`config.mk`:
```
export PLATFORM = sky130hd
export DESIGN_NAME = stop_watch_ctrl
export DESIGN_NICKNAME = d
export VERILOG_FILES = /design/src/rtl/stop_watch_ctrl.sv
export SDC_FILE = /design/constraint.sdc
export NUM_CORES = 1
export LEC_CHECK = 0
export CAP_MARGIN = 20
export CELL_PAD_IN_SITES_DETAIL_PLACEMENT = 0
export CELL_PAD_IN_SITES_GLOBAL_PLACEMENT = 2
export CORE_MARGIN = 2
export CORE_UTILIZATION = 35
export CTS_BUF_LIST = sky130_fd_sc_hd__clkbuf_16
export DETAILED_ROUTE_END_ITERATION = 8
export GPL_TIMING_DRIVEN = 0
export PLACE_DENSITY = 0.8
export SYNTH_ARGS = -nofsm -noshare
export SYNTH_HDL_FRONTEND = slang
export SYNTH_SLANG_ARGS = --single-unit
```
`constraint.sdc`:
```
create_clock -name clk -period 2.5 [get_ports clk]
set_clock_uncertainty 0.2 [all_clocks]
set_input_delay 0.5 -clock clk [delete_from_list [all_inputs] [get_ports clk]]
set_output_delay 0.5 -clock clk [all_outputs]
set_load 0.005 [all_outputs]
```
`src/rtl/stop_watch_ctrl.sv`:
```
// stop_watch_ctrl: run-control sequencer for the stopwatch datapath.
// Conditions the two raw buttons (sync, debounce, press detect) and runs the
// IDLE/RUN/LAP/PAUSE state machine. Drives the counter controls and selects
// the live time or a frozen lap snapshot for the display scan.
//
// Ports:
//   clk, sys_rstn              clock, async active-low reset
//   btn_ss, btn_lr             raw start/stop and lap/reset buttons (async)
//   sec_0..hr_1                live BCD time from the stopwatch counter
//   cnt_en, clr                count enable, one-cycle synchronous clear
//   d_sec_0..d_hr_1            time fields for the display (comb mux)
//   lap_active                 display is showing the lap snapshot
//   state                      FSM state (IDLE=0, RUN=1, LAP=2, PAUSE=3)
module stop_watch_ctrl #(
  parameter int unsigned DEB_CYCLES = 4_000_000
) (
  input  logic       clk,
  input  logic       sys_rstn,
  input  logic       btn_ss,
  input  logic       btn_lr,
  input  logic [3:0] sec_0,
  input  logic [2:0] sec_1,
  input  logic [3:0] min_0,
  input  logic [2:0] min_1,
  input  logic [3:0] hr_0,
  input  logic       hr_1,
  output logic       cnt_en,
  output logic       clr,
  output logic [3:0] d_sec_0,
  output logic [2:0] d_sec_1,
  output logic [3:0] d_min_0,
  output logic [2:0] d_min_1,
  output logic [3:0] d_hr_0,
  output logic       d_hr_1,
  output logic       lap_active,
  output logic [1:0] state
);

  localparam int unsigned CNT_W = (DEB_CYCLES > 2) ? $clog2(DEB_CYCLES) : 1;
  localparam int unsigned LAP_W = 19;
  localparam logic [CNT_W-1:0] CNT_MAX = CNT_W'(DEB_CYCLES - 1);

  typedef enum logic [1:0] {
    IDLE  = 2'd0,
    RUN   = 2'd1,
    LAP   = 2'd2,
    PAUSE = 2'd3
  } state_e;

  // Bit 0 carries start/stop, bit 1 carries lap/reset.
  logic [1:0]       btn_raw;
  logic [1:0]       meta_q;
  logic [1:0]       sync_q;
  logic [1:0]       deb_q;
  logic [1:0]       deb_prev_q;
  logic [1:0]       press_q;
  logic [CNT_W-1:0] cnt_q [2];

  logic             p_ss;
  logic             p_lr;
  logic [LAP_W-1:0] live_vec;

  state_e           state_q;
  logic             cnt_en_q;
  logic             clr_q;
  logic             lap_active_q;
  logic [LAP_W-1:0] lap_q;

  assign btn_raw  = {btn_lr, btn_ss};
  assign p_ss     = press_q[0];
  assign p_lr     = press_q[1];
  assign live_vec = {hr_1, hr_0, min_1, min_0, sec_1, sec_0};

  // Synchroniser, debounce counter and registered rising-edge press pulse.
  always_ff @(posedge clk or negedge sys_rstn) begin
    if (!sys_rstn) begin
      meta_q     <= '0;
      sync_q     <= '0;
      deb_q      <= '0;
      deb_prev_q <= '0;
      press_q    <= '0;
      cnt_q[0]   <= '0;
      cnt_q[1]   <= '0;
    end else begin
      meta_q     <= btn_raw;
      sync_q     <= meta_q;
      deb_prev_q <= deb_q;
      press_q    <= deb_q & ~deb_prev_q;
      for (int i = 0; i < 2; i++) begin
        // Any return to the accepted level restarts the stability count.
        if (sync_q[i] == deb_q[i]) begin
          cnt_q[i] <= '0;
        end else if (cnt_q[i] == CNT_MAX) begin
          deb_q[i] <= sync_q[i];
          cnt_q[i] <= '0;
        end else begin
          cnt_q[i] <= cnt_q[i] + CNT_W'(1);
        end
      end
    end
  end

  // Run-control FSM with registered outputs; start/stop wins over lap/reset.
  always_ff @(posedge clk or negedge sys_rstn) begin
    if (!sys_rstn) begin
      state_q      <= IDLE;
      cnt_en_q     <= 1'b0;
      clr_q        <= 1'b0;
      lap_active_q <= 1'b0;
      lap_q        <= '0;
    end else begin
      clr_q <= 1'b0;
      case (state_q)
        IDLE: begin
          if (p_ss) begin
            state_q  <= RUN;
            cnt_en_q <= 1'b1;
          end else if (p_lr) begin
            clr_q <= 1'b1;
          end
        end
        RUN: begin
          if (p_ss) begin
            state_q  <= PAUSE;
            cnt_en_q <= 1'b0;
          end else if (p_lr) begin
            state_q      <= LAP;
            lap_active_q <= 1'b1;
            lap_q        <= live_vec;
          end
        end
        LAP: begin
          if (p_ss) begin
            state_q      <= PAUSE;
            cnt_en_q     <= 1'b0;
            lap_active_q <= 1'b0;
          end else if (p_lr) begin
            state_q      <= RUN;
            lap_active_q <= 1'b0;
          end
        end
        PAUSE: begin
          if (p_ss) begin
            state_q  <= RUN;
            cnt_en_q <= 1'b1;
          end else if (p_lr) begin
            state_q <= IDLE;
            clr_q   <= 1'b1;
          end
        end
        default: begin
          state_q      <= IDLE;
          cnt_en_q     <= 1'b0;
          lap_active_q <= 1'b0;
        end
      endcase
    end
  end

  assign cnt_en     = cnt_en_q;
  assign clr        = clr_q;
  assign lap_active = lap_active_q;
  assign state      = state_q;

  // Display mux: frozen snapshot while in LAP, otherwise live pass-through.
  assign {d_hr_1, d_hr_0, d_min_1, d_min_0, d_sec_1, d_sec_0} =
    lap_active_q ? lap_q : live_vec;

endmodule

```
==> Changelog: implementation <==
## Implementation

- Status: finished clean
- Multiplexer share: 11.9%
- Core box area: about 0.010 mm2
- Logic family by area: simple AND/OR/NAND/NOR gates
- CTS sink count: just under 80
- Cell family with most CP delay: buffers and inverters
- Placement Cell Area: 0.00443 mm2
- Max-area cell class: flip-flops and latches
- Final Power: 2.93 mW
- R2R setup slack: 170 ps
- Yosys adder share: about 2.0%
- Final clock-cell share: around 6.9%
- # DRC: 0
- Clkbuf count: 9
- Simple-gate share of the synthesized area: between 15 and 20%
- Worst ir drop on vdd: roughly 0.26 mV
- PwrDens: between 600 and 700 mW/mm2
- Gr ovfl total: 0
- CP startpoint: lap_active
- Starting DRC count in detailed routing: roughly 99
- Synthesis-to-finish area growth: 27.4%
- Crit. path cell count: 3
- Met3 Routed Length: 279 um
- CTS root buffer: clkbuf_16
- Worst EP required: between 1500 and 2000 ps
- R2r startpoint: cnt_q[0]
- DR pass1 iterations: 4
- Antenna Nets Post-Route: 0
- Worst path slowest cell: clkdlybuf4s50_1
- Number of buffers and inverters on the critical path: 2
- Pins Over Slew Limit: 0
- Syn. warnings: 0
- Yosys Instances: 350
- Non-clock inverters: 11
- Post-route cell area: approximately 0.0048 mm2
- Comb gate area: approximately 0.0017 mm2
- Die W: between 100 and 150 um
- Final period util: a little over nine tenths
- First-pass GRT wire length: approximately 13000 um
- Lkg Pwr: around 2 nW
- Ant diodes: 0
- Setup_tns: 0 ps
- # fillers: just under 1k
- Average size of a mapped cell: 10.8 um2
- WHS: between 150 and 200 ps
- YS chip area: 0.00377 mm2
- Worst r2r dst: cnt_q[20]
- Largest net degree at the start of global routing: 64
- CP Launch Type: register
- Seq/total area: around two fifths
- Nonclk buf count: between 60 and 70
- # placed instances: approximately 530
- Crit-path max cell delay: between 400 and 500 ps
- Layout cell share with drive strength beyond 1: about 16%
- Max Freq: about 410 MHz
- Most frequent logic cell in the layout: dfrtp_1
- Worst hold path startpoint: meta_q[0]
- FP Util: 36.2%
- Gate Count Post-Synth: 350
- Multi-input combinational area share: between 30% and 40%
- Clk pin slew, worst setup/hold paths: approximately 60 ps
- Non-clock buffers, area share: between 10% and 20%
- Vias in the first global route: between 2k and 3k
- Post-CTS Setup Bufs: 0
- EDFF count, synth: 0
- Worst slew margin: 64.5%
- Number of well taps: around 140
- Max FO, Critical Path: 10
- Worst-margin pin slew: about 530 ps
- RSZ-0062 raised after global routing: yes
- Async set or reset register ratio after synthesis: 100%
- WL met2: ~3300 um
- AO/OA Area Share: slightly above 5%
- DP HPWL: 5330 um
- CP endpoint kind: output pin
- Die extent in y: roughly 110 um
- Ys flop type: dfrtp_1
- Flops out of synthesis: 78
- Most instantiated logic cells after routing: dfrtp_1, clkdlybuf4s50_1, mux2_2, nor2_1, nand3_1
- Final Setup Violations: 0
- Setup crit end: d_hr_0[2]
- Cts bufs inserted: 9
- Worst-path cell chain: clkbuf_8 > mux2_2 > clkdlybuf4s50_1
- Htree depth: 3
- Logic Gate Count: roughly 250
- Post-Synthesis Cell Area: 0.00377 mm2
- Final Instance Count excl. Fillers: approximately 550
- Register share after synthesis: 51.7%
- Routability congestion estimate: around 0.74
- OpenROAD warning count: 31
- Io pins: ~47
- Via density: 5.06
- Seq cells: between 70 and 80
- Clk buf depth: 2
- Port bufs: between 40 and 50
- Initial antenna violation count: 0
- Fin nets: between 400 and 500
- Worst path arrival time: 1710 ps
- Post-Syn Nets: around 380
- Highest routed layer: met4
- Fin crit period: between 2000 and 2500 ps
- Hold crit path type: register to register
- Dpl ws: -48.2 ps
- Cells on worst reg2reg path: 6
- CTS tree: done
- Die area: about 0.012 mm2
- Unique masters post-synth: 31
- DRT met1 WL: 3840 um
- Final WS setup: approximately 85 ps
- Latency at later pin: between 300 and 400 ps
- Final Hold Viols: 0
- Max Cap Viol: 0
- Xor/xnor share: under 10%
- Kind of critical path: register to output pin
==> Yosys cell counts (all sizes together), types with 8 or more instances <==
cell	n	area, um2
xor2	17	149
o21ai	10	50.1
nor2	35	131
and3	8	50.1
nor4	8	50.1
inv	11	41.3
nand4	15	106
nand2	15	56.3
nand3	21	105
xnor2	15	131
dfrtp	78	1950
mux2	40	450
clkbuf	11	41.3
or4	8	60.1
a21oi	15	75.1
==> where the power goes <==
part / switching [mW] / total (mW) / internal, mW
clock network: 0.494 / 1.46 / 0.961
logic: 0.0736 / 0.171 / 0.0970
registers: 0.0170 / 1.31 / 1.29
total: 0.584 / 2.93 / 2.35
==> state kept, by name, indices dropped and copies added (netlist names) <==
| name | count |
|---|---|
| sync_q | 2 |
| meta_q | 2 |
| state | 2 |
| deb_prev_q | 2 |
| lap_active | 1 |
| cnt_en | 1 |
| lap_q | 19 |
| deb_q | 2 |
| cnt_q | 44 |
| press_q | 2 |
| clr | 1 |
==> what timing repair did <==
action	4_1_cts	5_1_grt
hold buffers	1	0
pin swaps	0	0
resized	7	10
endpoints found under the setup margin	27	46
hold endpoints to repair	15	0
==> cells by family after synthesis <==
| family | after synthesis |
|---|---|
| buffers and inverters | 25 |
| multiplexers | 40 |
| AND/OR/NAND/NOR | 135 |
| AND-OR/OR-AND | 34 |
| flip-flops | 78 |
| adder cells (fa/ha/maj) | 6 |
| XOR/XNOR | 32 |
==> how the worst min path moves through the flow <==
stage	endpoint	slack, ps	depth (start not counted)
2_1_floorplan	clr	4	0
3_3_place_gp	sync_q[0]	150	0
3_5_place_dp	sync_q[0]	140	0
4_1_cts	sync_q[0]	150	0
5_1_grt	sync_q[0]	170	0
6_report	sync_q[0]	150	0
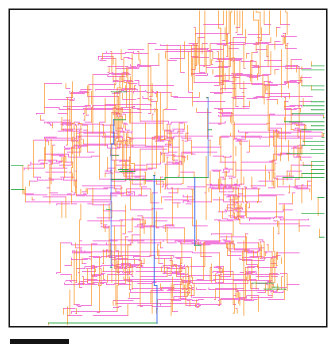
**Above:** routed metal, one color a layer.
Scale bar: 20 um.
- magenta: M1 (wire length 3840 um)
- green: M3 (wire length 279 um)
- blue: M4 (wire length 153 um)
- orange: M2 (wire length 3340 um)
Total GRT Usage: 14.2%
final wirelength: 7610 um
vias: 2782
DR WL/cell: 13.8 um

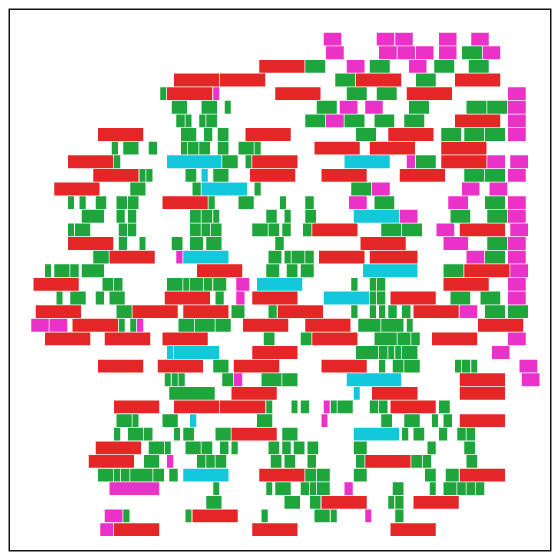
**Above:** placed cells, one color a class.
- magenta: remaining buffers and delay cells (cells 62; share of their area 12%)
- green: remaining logic cells (cells 258; share of their area 38%)
- cyan: clock drivers and dummy loads (cells 16; share of their area 7.1%)
- red: registers (cells 78; share of their area 42%)
final core utilization: 46.1%
row count: 37

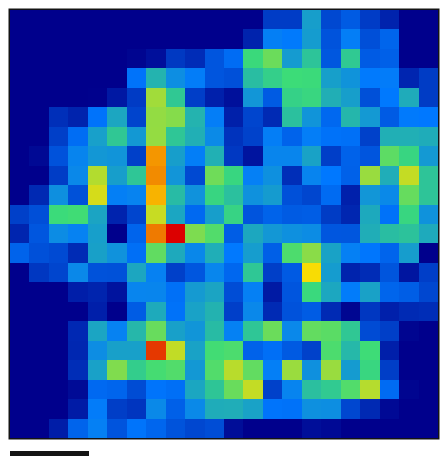
**Above:** routed metal per tile.
Scale bar: 20 um. The die is cut into 22 by 22 equal tiles; dark blue is low, red is high, scaled to the fullest tile. Values are wire area over tile area, all layers added.
- mean over tiles: 0.10
- nearly empty tiles: 22%
- fullest tile: 0.44
- tiles over half the peak: 9.7%
- emptiest ninth of the die: upper left

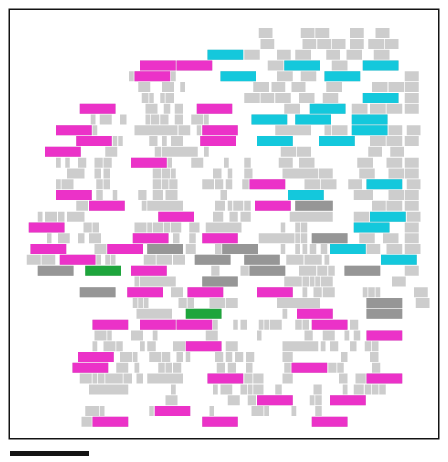
**Above:** sequential cells grouped by signal name.
Scale bar: 20 um. Other sequential cells in the stronger gray, the rest of the logic in the fainter gray.
- magenta: cnt_q (sequential cells 44)
- cyan: lap_q (sequential cells 19)
- green: sync_q (sequential cells 2)
- not colored: 13
Reg area: 0.00195 mm2
sequential power: 1.31 mW

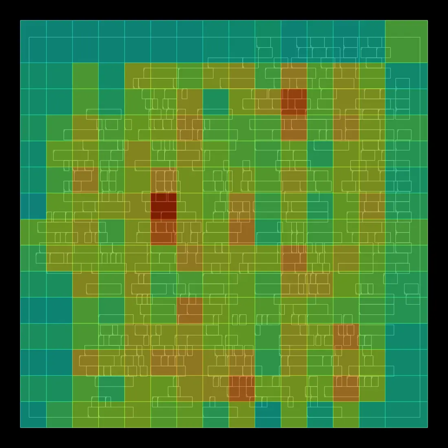
**Above:** congestion heat map.
GRT met3 Usage: 2.24%
busiest layer in global routing: met2
grt met2 use: 21.3%
M1 GR Usage: 20.1%

Power figures rest on the tool's default switching activity, not on a simulated workload.
